Run 1, I/O pins on the die edge:
Pins as bars across the die edge, other pins in gray.
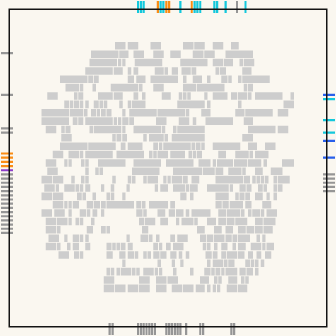
Run 1, metal layers overlaid:
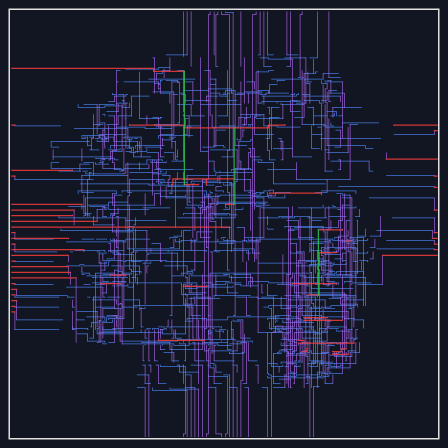
Run 1, logic cells by family:
The bar under the picture is 20 um long.
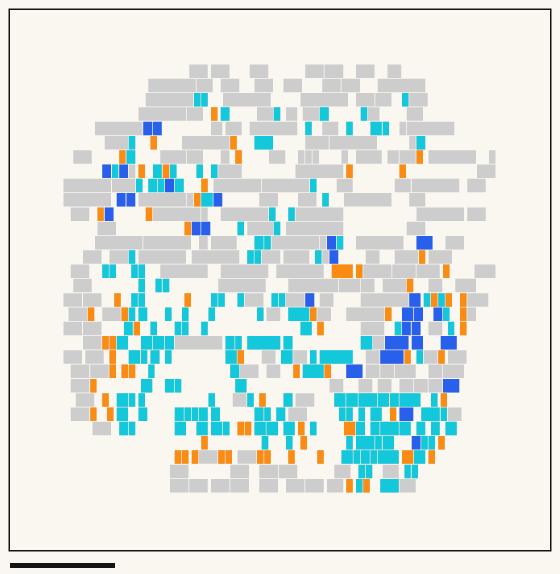
File: src/rtl/uart_pkg.sv
// Shared definitions for the UART transmit scheduler: byte width, frame timing defaults,
// scheduler state encoding and a small index-width helper.
package uart_pkg;

    localparam int unsigned BYTE_W              = 8;
    localparam int unsigned FRAME_TICKS_DEFAULT = 10;
    localparam int unsigned GAP_TICKS_DEFAULT   = 1;
    localparam int unsigned GRANT_ID_W          = 3;
    localparam int unsigned FRAME_CNT_W         = 16;

    typedef enum logic [1:0] {
        StIdle   = 2'd0,
        StLaunch = 2'd1,
        StWait   = 2'd2
    } sched_state_e;

    // A single requester still needs a one-bit index so ports never collapse to zero width.
    function automatic int unsigned idx_width(input int unsigned n);
        return (n > 1) ? $clog2(n) : 1;
    endfunction

endpackage

File: src/rtl/uart_tx_scheduler_if.sv
// Producer-side valid/ready/data bundle shared by all byte sources feeding the scheduler.
// master = producers, slave = scheduler.
interface uart_tx_scheduler_if
    import uart_pkg::*;
#(
    parameter int unsigned NUM_REQ = 4
);

    logic [NUM_REQ-1:0]        req_valid;
    logic [BYTE_W*NUM_REQ-1:0] req_data;
    logic [NUM_REQ-1:0]        req_ready;

    modport master (
        output req_valid,
        output req_data,
        input  req_ready
    );

    modport slave (
        input  req_valid,
        input  req_data,
        output req_ready
    );

endinterface

File: src/rtl/rr_arbiter.sv
// Combinational round-robin picker: grants the first requester at or after ptr,
// wrapping modulo N.
module rr_arbiter #(
    parameter int unsigned N     = 4,
    parameter int unsigned IDX_W = (N > 1) ? $clog2(N) : 1
) (
    input  logic [N-1:0]     req,
    input  logic [IDX_W-1:0] ptr,
    output logic [N-1:0]     grant,
    output logic [IDX_W-1:0] index,
    output logic             any
);

    always_comb begin
        logic [IDX_W-1:0] cand;
        grant = '0;
        index = '0;
        any   = 1'b0;
        cand  = '0;
        for (int k = 0; k < int'(N); k++) begin
            cand = IDX_W'((int'(ptr) + k) % int'(N));
            if (!any && req[cand]) begin
                any         = 1'b1;
                grant[cand] = 1'b1;
                index       = cand;
            end
        end
    end

endmodule

File: src/rtl/uart_tx_scheduler.sv
// Round-robin sharing of one uart_tx among NUM_REQ byte producers; frame occupancy is timed
// by counting the shared baud_tick since uart_tx exposes no busy flag.
module uart_tx_scheduler
    import uart_pkg::*;
#(
    parameter int unsigned NUM_REQ     = 4,
    parameter int unsigned FRAME_TICKS = FRAME_TICKS_DEFAULT,
    parameter int unsigned GAP_TICKS   = GAP_TICKS_DEFAULT
) (
    input  logic                   clk,
    input  logic                   rst_n,
    input  logic                   enable,
    input  logic                   baud_tick,
    uart_tx_scheduler_if.slave     req_bus,
    output logic                   tx_start,
    output logic [BYTE_W-1:0]      tx_data,
    output logic                   busy,
    output logic [GRANT_ID_W-1:0]  grant_id,
    output logic [FRAME_CNT_W-1:0] frame_cnt
);

    localparam int unsigned IdxW      = idx_width(NUM_REQ);
    localparam int unsigned SlotTicks = FRAME_TICKS + GAP_TICKS;
    localparam int unsigned CntW      = $clog2(SlotTicks + 1);

    localparam logic [CntW-1:0] LastTick = CntW'(SlotTicks - 1);
    localparam logic [IdxW-1:0] LastIdx  = IdxW'(NUM_REQ - 1);

    sched_state_e           state_q;
    logic [IdxW-1:0]        ptr_q;
    logic [CntW-1:0]        tick_cnt_q;
    logic                   start_q;
    logic                   busy_q;
    logic [BYTE_W-1:0]      data_q;
    logic [GRANT_ID_W-1:0]  grant_id_q;
    logic [FRAME_CNT_W-1:0] frame_cnt_q;

    logic [NUM_REQ-1:0] arb_grant;
    logic [IdxW-1:0]    arb_index;
    logic               arb_any;
    logic               accept;

    rr_arbiter #(
        .N     (NUM_REQ),
        .IDX_W (IdxW)
    ) u_rr_arbiter (
        .req   (req_bus.req_valid),
        .ptr   (ptr_q),
        .grant (arb_grant),
        .index (arb_index),
        .any   (arb_any)
    );

    // Ready is derived from valid only, so producers may wait on ready without a loop.
    always_comb begin
        accept            = (state_q == StIdle) && enable && arb_any;
        req_bus.req_ready = accept ? arb_grant : '0;
    end

    always_ff @(posedge clk or negedge rst_n) begin
        if (!rst_n) begin
            state_q     <= StIdle;
            ptr_q       <= '0;
            tick_cnt_q  <= '0;
            start_q     <= 1'b0;
            busy_q      <= 1'b0;
            data_q      <= '0;
            grant_id_q  <= '0;
            frame_cnt_q <= '0;
        end else begin
            unique case (state_q)
                StIdle: begin
                    if (accept) begin
                        data_q     <= req_bus.req_data[BYTE_W*arb_index +: BYTE_W];
                        grant_id_q <= GRANT_ID_W'(arb_index);
                        ptr_q      <= (arb_index == LastIdx) ? '0 : arb_index + 1'b1;
                        start_q    <= 1'b1;
                        busy_q     <= 1'b1;
                        state_q    <= StLaunch;
                    end
                end
                StLaunch: begin
                    // A baud_tick landing here belongs to no counted slot.
                    start_q     <= 1'b0;
                    tick_cnt_q  <= '0;
                    frame_cnt_q <= frame_cnt_q + 1'b1;
                    state_q     <= StWait;
                end
                StWait: begin
                    if (baud_tick) begin
                        if (tick_cnt_q == LastTick) begin
                            tick_cnt_q <= '0;
                            busy_q     <= 1'b0;
                            state_q    <= StIdle;
                        end else begin
                            tick_cnt_q <= tick_cnt_q + 1'b1;
                        end
                    end
                end
                default: begin
                    start_q <= 1'b0;
                    busy_q  <= 1'b0;
                    state_q <= StIdle;
                end
            endcase
        end
    end

    assign tx_start  = start_q;
    assign tx_data   = data_q;
    assign busy      = busy_q;
    assign grant_id  = grant_id_q;
    assign frame_cnt = frame_cnt_q;

endmodule

File: src/flat_wrapper.sv
// flat-port wrapper written by rule: the top's interface ports become plain ports
module uart_tx_scheduler_flat import uart_pkg::*;
#(
    parameter int unsigned NUM_REQ     = 4,
    parameter int unsigned FRAME_TICKS = FRAME_TICKS_DEFAULT,
    parameter int unsigned GAP_TICKS   = GAP_TICKS_DEFAULT
)
  (clk, rst_n, enable, baud_tick, tx_start, tx_data, busy, grant_id, frame_cnt, req_bus_req_valid, req_bus_req_data, req_bus_req_ready);
  uart_tx_scheduler_if #(.NUM_REQ(NUM_REQ)) req_bus_i ();
  input  logic clk;
  input  logic rst_n;
  input  logic enable;
  input  logic baud_tick;
  output logic tx_start;
  output logic [BYTE_W-1:0] tx_data;
  output logic busy;
  output logic [GRANT_ID_W-1:0] grant_id;
  output logic [FRAME_CNT_W-1:0] frame_cnt;
  input wire logic [$bits(req_bus_i.req_valid)-1:0] req_bus_req_valid;
  input wire logic [$bits(req_bus_i.req_data)-1:0] req_bus_req_data;
  output wire logic [$bits(req_bus_i.req_ready)-1:0] req_bus_req_ready;
  assign req_bus_i.req_valid = req_bus_req_valid;
  assign req_bus_i.req_data = req_bus_req_data;
  assign req_bus_req_ready = req_bus_i.req_ready;
  uart_tx_scheduler #(.NUM_REQ(NUM_REQ), .FRAME_TICKS(FRAME_TICKS), .GAP_TICKS(GAP_TICKS)) u_core (.clk(clk), .rst_n(rst_n), .enable(enable), .baud_tick(baud_tick), .req_bus(req_bus_i), .tx_start(tx_start), .tx_data(tx_data), .busy(busy), .grant_id(grant_id), .frame_cnt(frame_cnt));
endmodule
File: config.mk
export PLATFORM = sky130hd
export DESIGN_NAME = uart_tx_scheduler_flat
export DESIGN_NICKNAME = d
export VERILOG_FILES = /design/src/rtl/uart_pkg.sv /design/src/rtl/uart_tx_scheduler_if.sv /design/src/rtl/rr_arbiter.sv /design/src/rtl/uart_tx_scheduler.sv /design/src/flat_wrapper.sv
export SDC_FILE = /design/constraint.sdc
export NUM_CORES = 1
export LEC_CHECK = 0
export ABC_AREA = 1
export CAP_MARGIN = 20
export CORE_MARGIN = 10
export CORE_UTILIZATION = 37
export CTS_CLUSTER_SIZE = 12
export DETAILED_ROUTE_END_ITERATION = 10
export HOLD_SLACK_MARGIN = 0.1
export PLACE_DENSITY = 0.63
export REMOVE_ABC_BUFFERS = 1
export SKIP_LAST_GASP = 1
export SLEW_MARGIN = 40
export SYNTH_ARGS = -nofsm -noshare
export SYNTH_HDL_FRONTEND = slang
export SYNTH_SLANG_ARGS = --single-unit
File: constraint.sdc
create_clock -name clk -period 2.6 [get_ports clk]
set_input_delay 0.52 -clock clk [delete_from_list [all_inputs] [get_ports clk]]
set_output_delay 0.52 -clock clk [all_outputs]
set_load 0.01 [all_outputs]
==> results_dict.tcl, run 1 <==
# implementation run metrics
set metrics [dict create \
    grt_max_degree 37 \
    portBuffers 71 \
    p_int_mw 2.21 \
    comb_cell_power_mw 2.86 \
    edf_count 0 \
    place.detailed.hpwl_um 5280 \
    syn_to_final_growth_pct 44.9 \
    synthFlopType "dfrtp_1" \
    route.met3.wl_um 475 \
    antenna_left 0 \
    via_per_inst 4.78 \
    coreArea_um2 6720 \
    clock_power_uw 481 \
    critPathLaunch "u_core.ptr_q[0]" \
    pg_seq_uw 808 \
    fin_crit_ps 2560 \
    start_kind "flop" \
    status "finished clean" \
    ff2ff_setup_slack_ps 190 \
    crit_top_cell "buf_6" \
    ioPinCount 73 \
    r2r_cells 16 \
    drt_iter0_drc 128 \
    top_cell_area_share 0.355 \
    p_leak_nw 1.94 \
    cp_top_family "buffers and inverters" \
    crit_chain "inv_8, ha_4, inv_4, nand3_2, nand2_2, buf_6, nand4_1, buf_6, o21ai_2, nand2_1, inv_1, buf_6" \
    hold_slack_ps 180 \
    critPathSlowestCell "dfrtp_2" \
    cp.depth 12 \
    dr.max_layer_used "met4" \
    max_cap_viol_count 0 \
    num_rows 30 \
    crit_type "reg -> out" \
    ys.flops 36 \
    synthTopCellsByCount "nand2_1 (91), inv_1 (65), dfrtp_1 (36), nand3_1 (33), nand4_1 (19)" \
    ys_cells 348 \
    wl_met2_um 3390 \
    crit_fanout 4 \
    cts_buffers 5 \
    cts-root-buf "clkbuf_8" \
    drtPass1Iterations 4 \
    cp_data_arrival_time_ps 2040 \
    fp.dieH_um 103 \
    grt_first_pass_wirelength_um 11700 \
    setup_viol 0 \
    cts_max_path_buffers 2 \
    cp-endpoint "req_bus_req_ready[0]" \
    r2r_end "u_core.ptr_q[1]" \
    clkLatencyLatePin_ps 290 \
]
## Picture notes: 'I/O pins on the die edge'
port	color	pins	direction	edge
frame_cnt	cyan	16	output	13 top, 3 right
tx_data	orange	8	output	4 left, 4 top
grant_id	blue	3	output	right
enable	purple	1	input	left

## Picture notes: 'metal layers overlaid'
layer	color	wire length
met4	green	61.2 um
met1	blue	3,140 um
met2	purple	3,390 um
met3	red	475 um
Total Routed Length: 7070 um
GR Util All Layers: 0.136
post-DR wirelength/cell: 13.4 um
DR vias: 2,515

## Picture notes: 'logic cells by family'
family	color	cells
inverting AOI/OAI gates	blue	29
inverters	orange	71
NAND gates	cyan	161
logic share of the area: 0.371
Non-Filler Instances: 526
most frequent logic cell in the layout: nand2_1

==> run 1: layout make-up <==
type | count | area, um^2
Fill cell | 613 | 3050
Multi-Input combinational cell | 233 | 1360
Timing Repair Buffer | 98 | 923
Sequential cell | 36 | 902
Inverter | 71 | 279
Tap cell | 80 | 100
Clock buffer | 6 | 72.6
Clock inverter | 2 | 35.0
==> run 1: flip-flops by register name, summed over array words and instances, names as in the netlist <==
name / flops
u_core.ptr_q: 2
u_core.frame_cnt: 16
u_core.tx_data: 8
u_core.tx_start: 1
u_core.grant_id: 2
u_core.busy: 1
u_core.state_q: 2
u_core.tick_cnt_q: 4
==> run 1: timing repair <==
action	in CTS	in global routing
buffers inserted	6	1
pin swaps	6	6
gates cloned	0	0
endpoints found under the setup margin	4	4
gates resized	31	18
hold endpoints to repair	0	0
==> run 1: per-stage QoR <==
stage | std cells | power [mW] | area [um^2] | setup slack, ps | util
after global placement | 511 | 3.35 | 3430 | -372 | 0.511
after detailed placement | 511 | 3.37 | 3430 | -405 | 0.511
after global routing | 526 | 4.53 | 3670 | -61.9 | 0.547
after floorplan | 340 | 2.40 | 2470 | -8.31 | -
after CTS | 525 | 4.03 | 3610 | -8.57 | 0.538
final | 526 | 4.15 | 3670 | 35.8 | 0.547
==> run 1: routing by layer <==
| layer | track usage | up-vias |
|---|---|---|
| li1 | - | 1292 |
| met3 | 0.0496 | 7 |
| met1 | 0.164 | 1142 |
| met2 | 0.229 | 74 |
| met4 | 0.0267 | 0 |
| met5 | 0 | - |
==> run 1: logic make-up after synthesis <==
logic type                 Yosys count  share of synthesized area
other                                1                    0.00148
buffers and inverters               79                      0.132
adders and majority gates           10                     0.0494
AOI/OAI and AO/OA                   29                     0.0622
DFF                                 36                      0.355
xor gates and xnor gates            14                     0.0484
and+or+nand+nor                    179                      0.351
Run 1, clock wiring as the flow saved it:
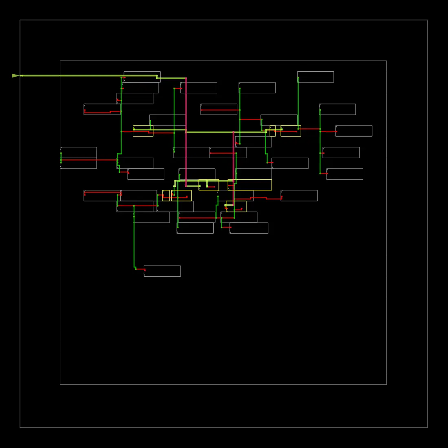

--- run 2 (diff from run 1) ---
- CAP_MARGIN: 20 -> not set
- SLEW_MARGIN: 40 -> 5
Run 2, clock wiring as the flow saved it:
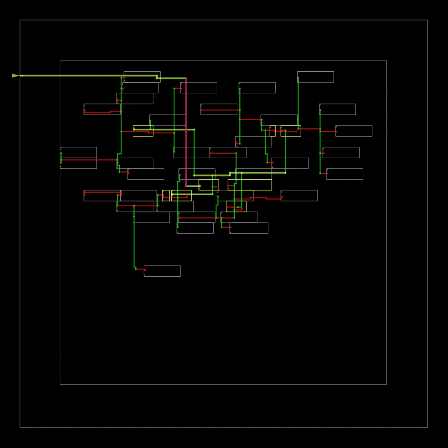
# clk buffers: 6
CTS Buf Count: 5
Flops: 36
Clock Sinks: 36
Fin Clk Skew: 6.17 ps

Run 2, sequential cells grouped by signal name:
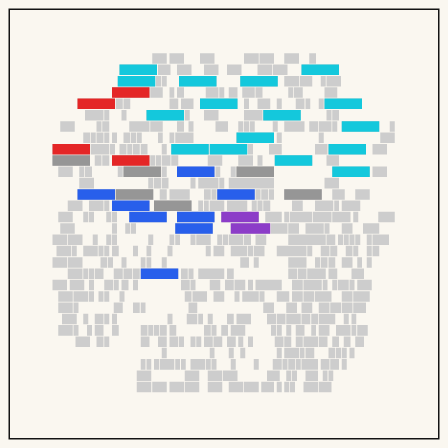
name in the netlist	color	sequential cells
u_core.tx_data	blue	8
u_core.frame_cnt	cyan	16
u_core.ptr_q	purple	2
u_core.tick_cnt_q	red	4
not colored	6

Run 2, metal layers overlaid:
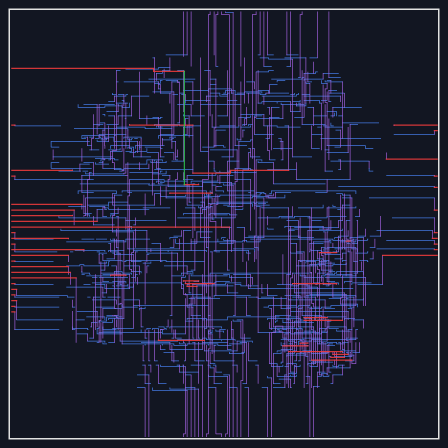
layer	color	wire length
met3	red	461 um
met2	purple	3,460 um
met1	blue	3,140 um
met4	green	27.2 um

==> run 2 against run 1 <==
  * Sequential share of layout area about the same
  * Global-route usage did not move
  * Clock skew barely moved
  * Critical path depth did not move
  * Setup slack better by 0.56 ps
  * Design area is essentially flat
  * Cell count is the same
  * Flip-flop count unchanged
  * Power about the same
  * First-iteration DRC count stayed put
  * Worst hold slack improved by 140 ps
  * Highest routed layer unchanged
==> results_dict.tcl, run 2 <==
# implementation run metrics
set metrics [dict create \
    status "finished clean" \
    antenna_left 0 \
    cp_data_arrival_time_ps 2040 \
    cp.depth 12 \
    portBuffers 71 \
    edf_count 0 \
    grt_first_pass_wirelength_um 11700 \
    wl_per_cell_um 13.5 \
    drt_iter0_drc 128 \
    p_leak_nw 1.94 \
    fin_util 0.546 \
    syn_to_final_growth_pct 44.8 \
    crit_fanout 4 \
    r2r_end "u_core.ptr_q[1]" \
    fp.dieH_um 103 \
    ys.flops 36 \
    ys_cells 348 \
    drt-total-wl_um 7090 \
    synthFlopType "dfrtp_1" \
    clock_power_uw 480 \
    final_common_cell "nand2_1" \
    place.detailed.hpwl_um 5280 \
    cts_max_path_buffers 2 \
    setup_viol 0 \
    via_per_inst 4.79 \
    top_cell_area_share 0.355 \
    cp_top_family "buffers and inverters" \
    fin_crit_ps 2560 \
    r2r_cells 16 \
    pg_seq_uw 809 \
    coreArea_um2 6720 \
    worst_slack_ps 36.3 \
    crit_type "reg -> out" \
    p_int_mw 2.21 \
    ioPinCount 73 \
    nFillCells 613 \
    synthTopCellsByCount "nand2_1 (91), inv_1 (65), dfrtp_1 (36), nand3_1 (33), nand4_1 (19)" \
    critPathSlowestCell "dfrtp_2" \
    vias 2522 \
    largest_reg_flops 16 \
]
## run 2: layout make-up
cell class | instances | area, um^2 | area share
clock buffer | 6 | 72.6 | 0.0198
clock inverter | 2 | 35.0 | 0.00954
inverter | 71 | 279 | 0.0760
multi-input combinational | 233 | 1360 | 0.371
sequential | 36 | 902 | 0.246
tap | 80 | 100 | 0.0273
timing repair buffer | 98 | 921 | 0.251
## run 2: kinds of logic after synthesis
kind of cell | after synthesis | share of synthesized area
AOI/OAI and AO/OA | 29 | 0.0622
xor gates and xnor gates | 14 | 0.0484
adders and majority gates | 10 | 0.0494
buffers and inverters | 79 | 0.132
DFF | 36 | 0.355
other | 1 | 0.00148
and+or+nand+nor | 179 | 0.351
## run 2: timing repair
item / CTS / global route
setup endpoints to repair: 4 / 4
buffers inserted: 6 / 1
pin swaps: 6 / 6
resized: 31 / 18
## run 2: worst max path at each step
stage | from | end | slack [ps]
detailed placement | req_bus_req_valid[3] | req_bus_req_ready[0] | -400
global route | u_core.ptr_q[0] | req_bus_req_ready[0] | -60
global placement | req_bus_req_valid[3] | req_bus_req_ready[0] | -370
CTS | u_core.ptr_q[0] | req_bus_req_ready[0] | -9
finish | u_core.ptr_q[0] | req_bus_req_ready[0] | 40
floorplan | u_core.ptr_q[0] | req_bus_req_ready[0] | -8
## run 2: per-stage QoR
stage / std cells / instance area [um^2] / hold slack, ps
after global placement: 511 / 3430 / 457
after global routing: 526 / 3670 / 369
final: 526 / 3670 / 321
after CTS: 525 / 3610 / 339
after detailed placement: 511 / 3430 / 463
after floorplan: 340 / 2470 / 224
## run 2: per-layer routing
layer  vias to the layer above  GRT usage
li1                       1290          -
met1                      1151      0.164
met2                        79      0.229
met3                         2     0.0496
met4                         0     0.0267
met5                         -          0
Run 2, logic cells by family:
The bar under the picture is 20 um long.
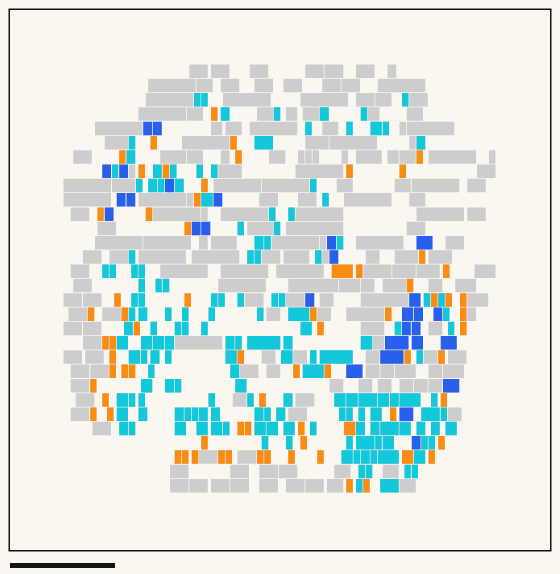

--- run 3 (diff from run 2) ---
- ABC_AREA: 1 -> not set
Run 3, logic cells by family:
The bar under the picture is 20 um long.
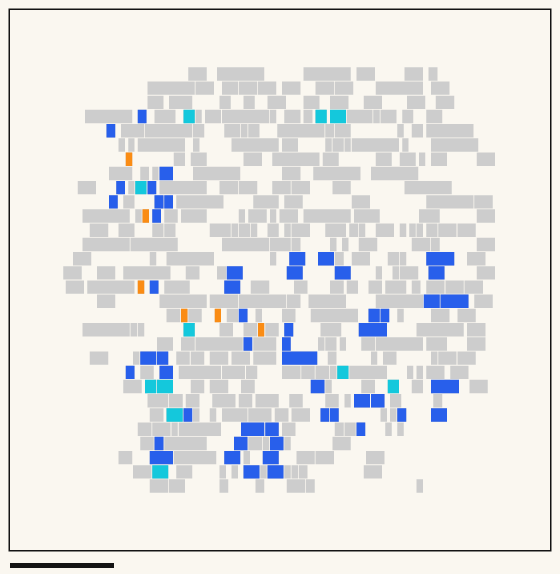
family	color	cells
inverters	orange	6
inverting AOI/OAI gates	blue	52
AND and OR gates	cyan	11
logic share of the area: 0.429
Non-Filler Instances: 448
most frequent logic cell in the layout: clkdlybuf4s50_1

Run 3, metal layers overlaid:
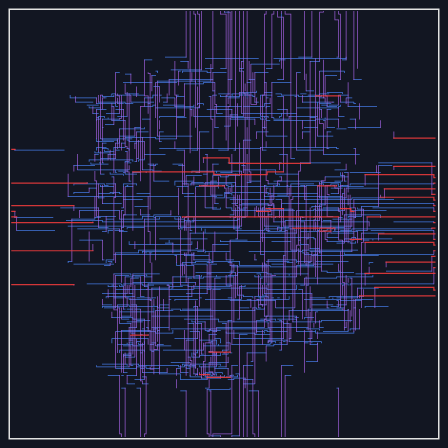
layer	color	wire length
met2	purple	3,570 um
met1	blue	3,330 um
met3	red	429 um

Run 3, I/O pins on the die edge:
Pins as bars across the die edge, other pins in gray.
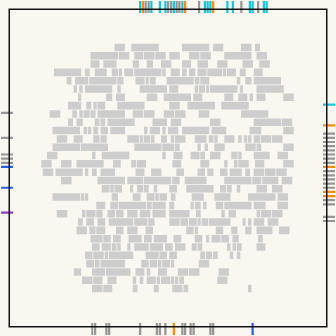
port	color	pins	direction	edge
grant_id	blue	3	output	2 left, 1 bottom
enable	purple	1	input	left
frame_cnt	cyan	16	output	15 top, 1 right
tx_data	orange	8	output	4 right, 3 top, 1 bottom
die width: 103 um
PortBufs: 71

==> run 3 against run 2 <==
  * The flow now finishes with violations (negative setup slack)
  * Design area is 1.2% lower
  * Worst hold slack gained 19 ps
  * Via count is 2.8% lower
  * Critical path depth decreased by 4
  * Clock power shrank 23%
  * Area after synthesis is 1.4% higher
  * Critical path type unchanged
==> results_dict.tcl, run 3 <==
# implementation run metrics
set metrics [dict create \
    top_cell_area_share 0.350 \
    antenna_left 0 \
    synthFlopType "dfrtp_1" \
    cts_resized 26 \
    status "complete, but fails checks" \
    hold_slack_ps 340 \
    r2r-start "u_core.ptr_q[0]" \
    syn_to_final_growth_pct 41.0 \
    final_area_um2 3630 \
    crit_type "reg -> out" \
    via_per_inst 5.47 \
    placed_cells 439 \
    setup_viol 12 \
    crit_fanout 6 \
    largest_reg_flops 16 \
    cts.sinks 36 \
    grt_first_pass_wirelength_um 11700 \
    ioPinCount 73 \
    edf_count 0 \
    r2r_cells 11 \
    worst_slack_ps -215 \
    ys_sh_simple 0.208 \
    synthTopCellsByCount "dfrtp_1 (36), nand2_1 (34), nor2_1 (26), nand4_1 (14), o21ai_0 (12)" \
    wl_per_cell_um 16.4 \
    placed_area_um2 3510 \
    synth_xor_xnor_area_share 0.0511 \
    coreArea_um2 6760 \
    postCtsSetupBuffers 1 \
    vias 2451 \
    finClkSkew_ps 1.62 \
    ys.flops 36 \
    drt-total-wl_um 7340 \
    ys_sh_mux 0.0788 \
    cp_data_arrival_time_ps 2290 \
    violations "negative setup slack" \
    ys_sh_adder 0.0487 \
    drt_iter0_drc 132 \
    p_leak_nw 1.51 \
    start_kind "flop" \
    fin_crit_ps 2810 \
    top_logic_kind "simple AND/OR/NAND/NOR gates" \
    fin_util 0.537 \
]
[run 3: cell types whose count changed after synthesis, sizes merged, moves of 7 or more]
| cell | change |
|---|---|
| nand2 | -70 |
| inv | -65 |
| nor2b | +7 |
| nor2 | +10 |
| mux2i | +9 |
| o2111a | +7 |
| o221ai | +13 |
| nand3 | -28 |
| clkbuf | +8 |
[run 3: how the worst max path moves through the flow]
stage	start	to
after global placement	req_bus_req_valid[3]	req_bus_req_ready[1]
final	u_core.ptr_q[0]	req_bus_req_ready[1]
after CTS	u_core.ptr_q[0]	req_bus_req_ready[1]
after detailed placement	req_bus_req_valid[3]	req_bus_req_ready[1]
after global routing	u_core.ptr_q[0]	req_bus_req_ready[3]
after floorplan	u_core.ptr_q[0]	req_bus_req_ready[0]
[run 3: power breakdown]
part	switching [mW]	total [mW]	internal, mW
Combinational	1.09	2.27	1.18
Clock	0.187	0.369	0.182
Sequential	0.104	0.818	0.714
Total	1.38	3.45	2.07
[run 3: metal layers]
layer | vias to the layer above | track usage | part of all wire
li1 | 1209 | - | -
met1 | 1175 | 0.185 | 0.45
met2 | 67 | 0.215 | 0.49
met3 | 0 | 0.0306 | 0.058
met4 | 0 | 0.0267 | 0
met5 | - | 0 | 0
[run 3: worst max-delay path, cell delays in order, from the launching register on]
cell and delay (ps):
dfrtp_1 390, inv_2 70, ha_4 280, mux4_2 590
a22oi_1 200, nor2_1 50, a221oi_1 220, nor2_1 70
buf_2 140
[run 3: cell type report]
cell class | instances | area, um^2
tap | 80 | 100
timing repair buffer | 105 | 971
fill | 624 | 3130
sequential | 36 | 901
clock inverter | 1 | 5.00
multi-input combinational | 214 | 1550
clock buffer | 6 | 72.6
inverter | 6 | 22.5
Power is estimated from default activity; no workload was simulated.
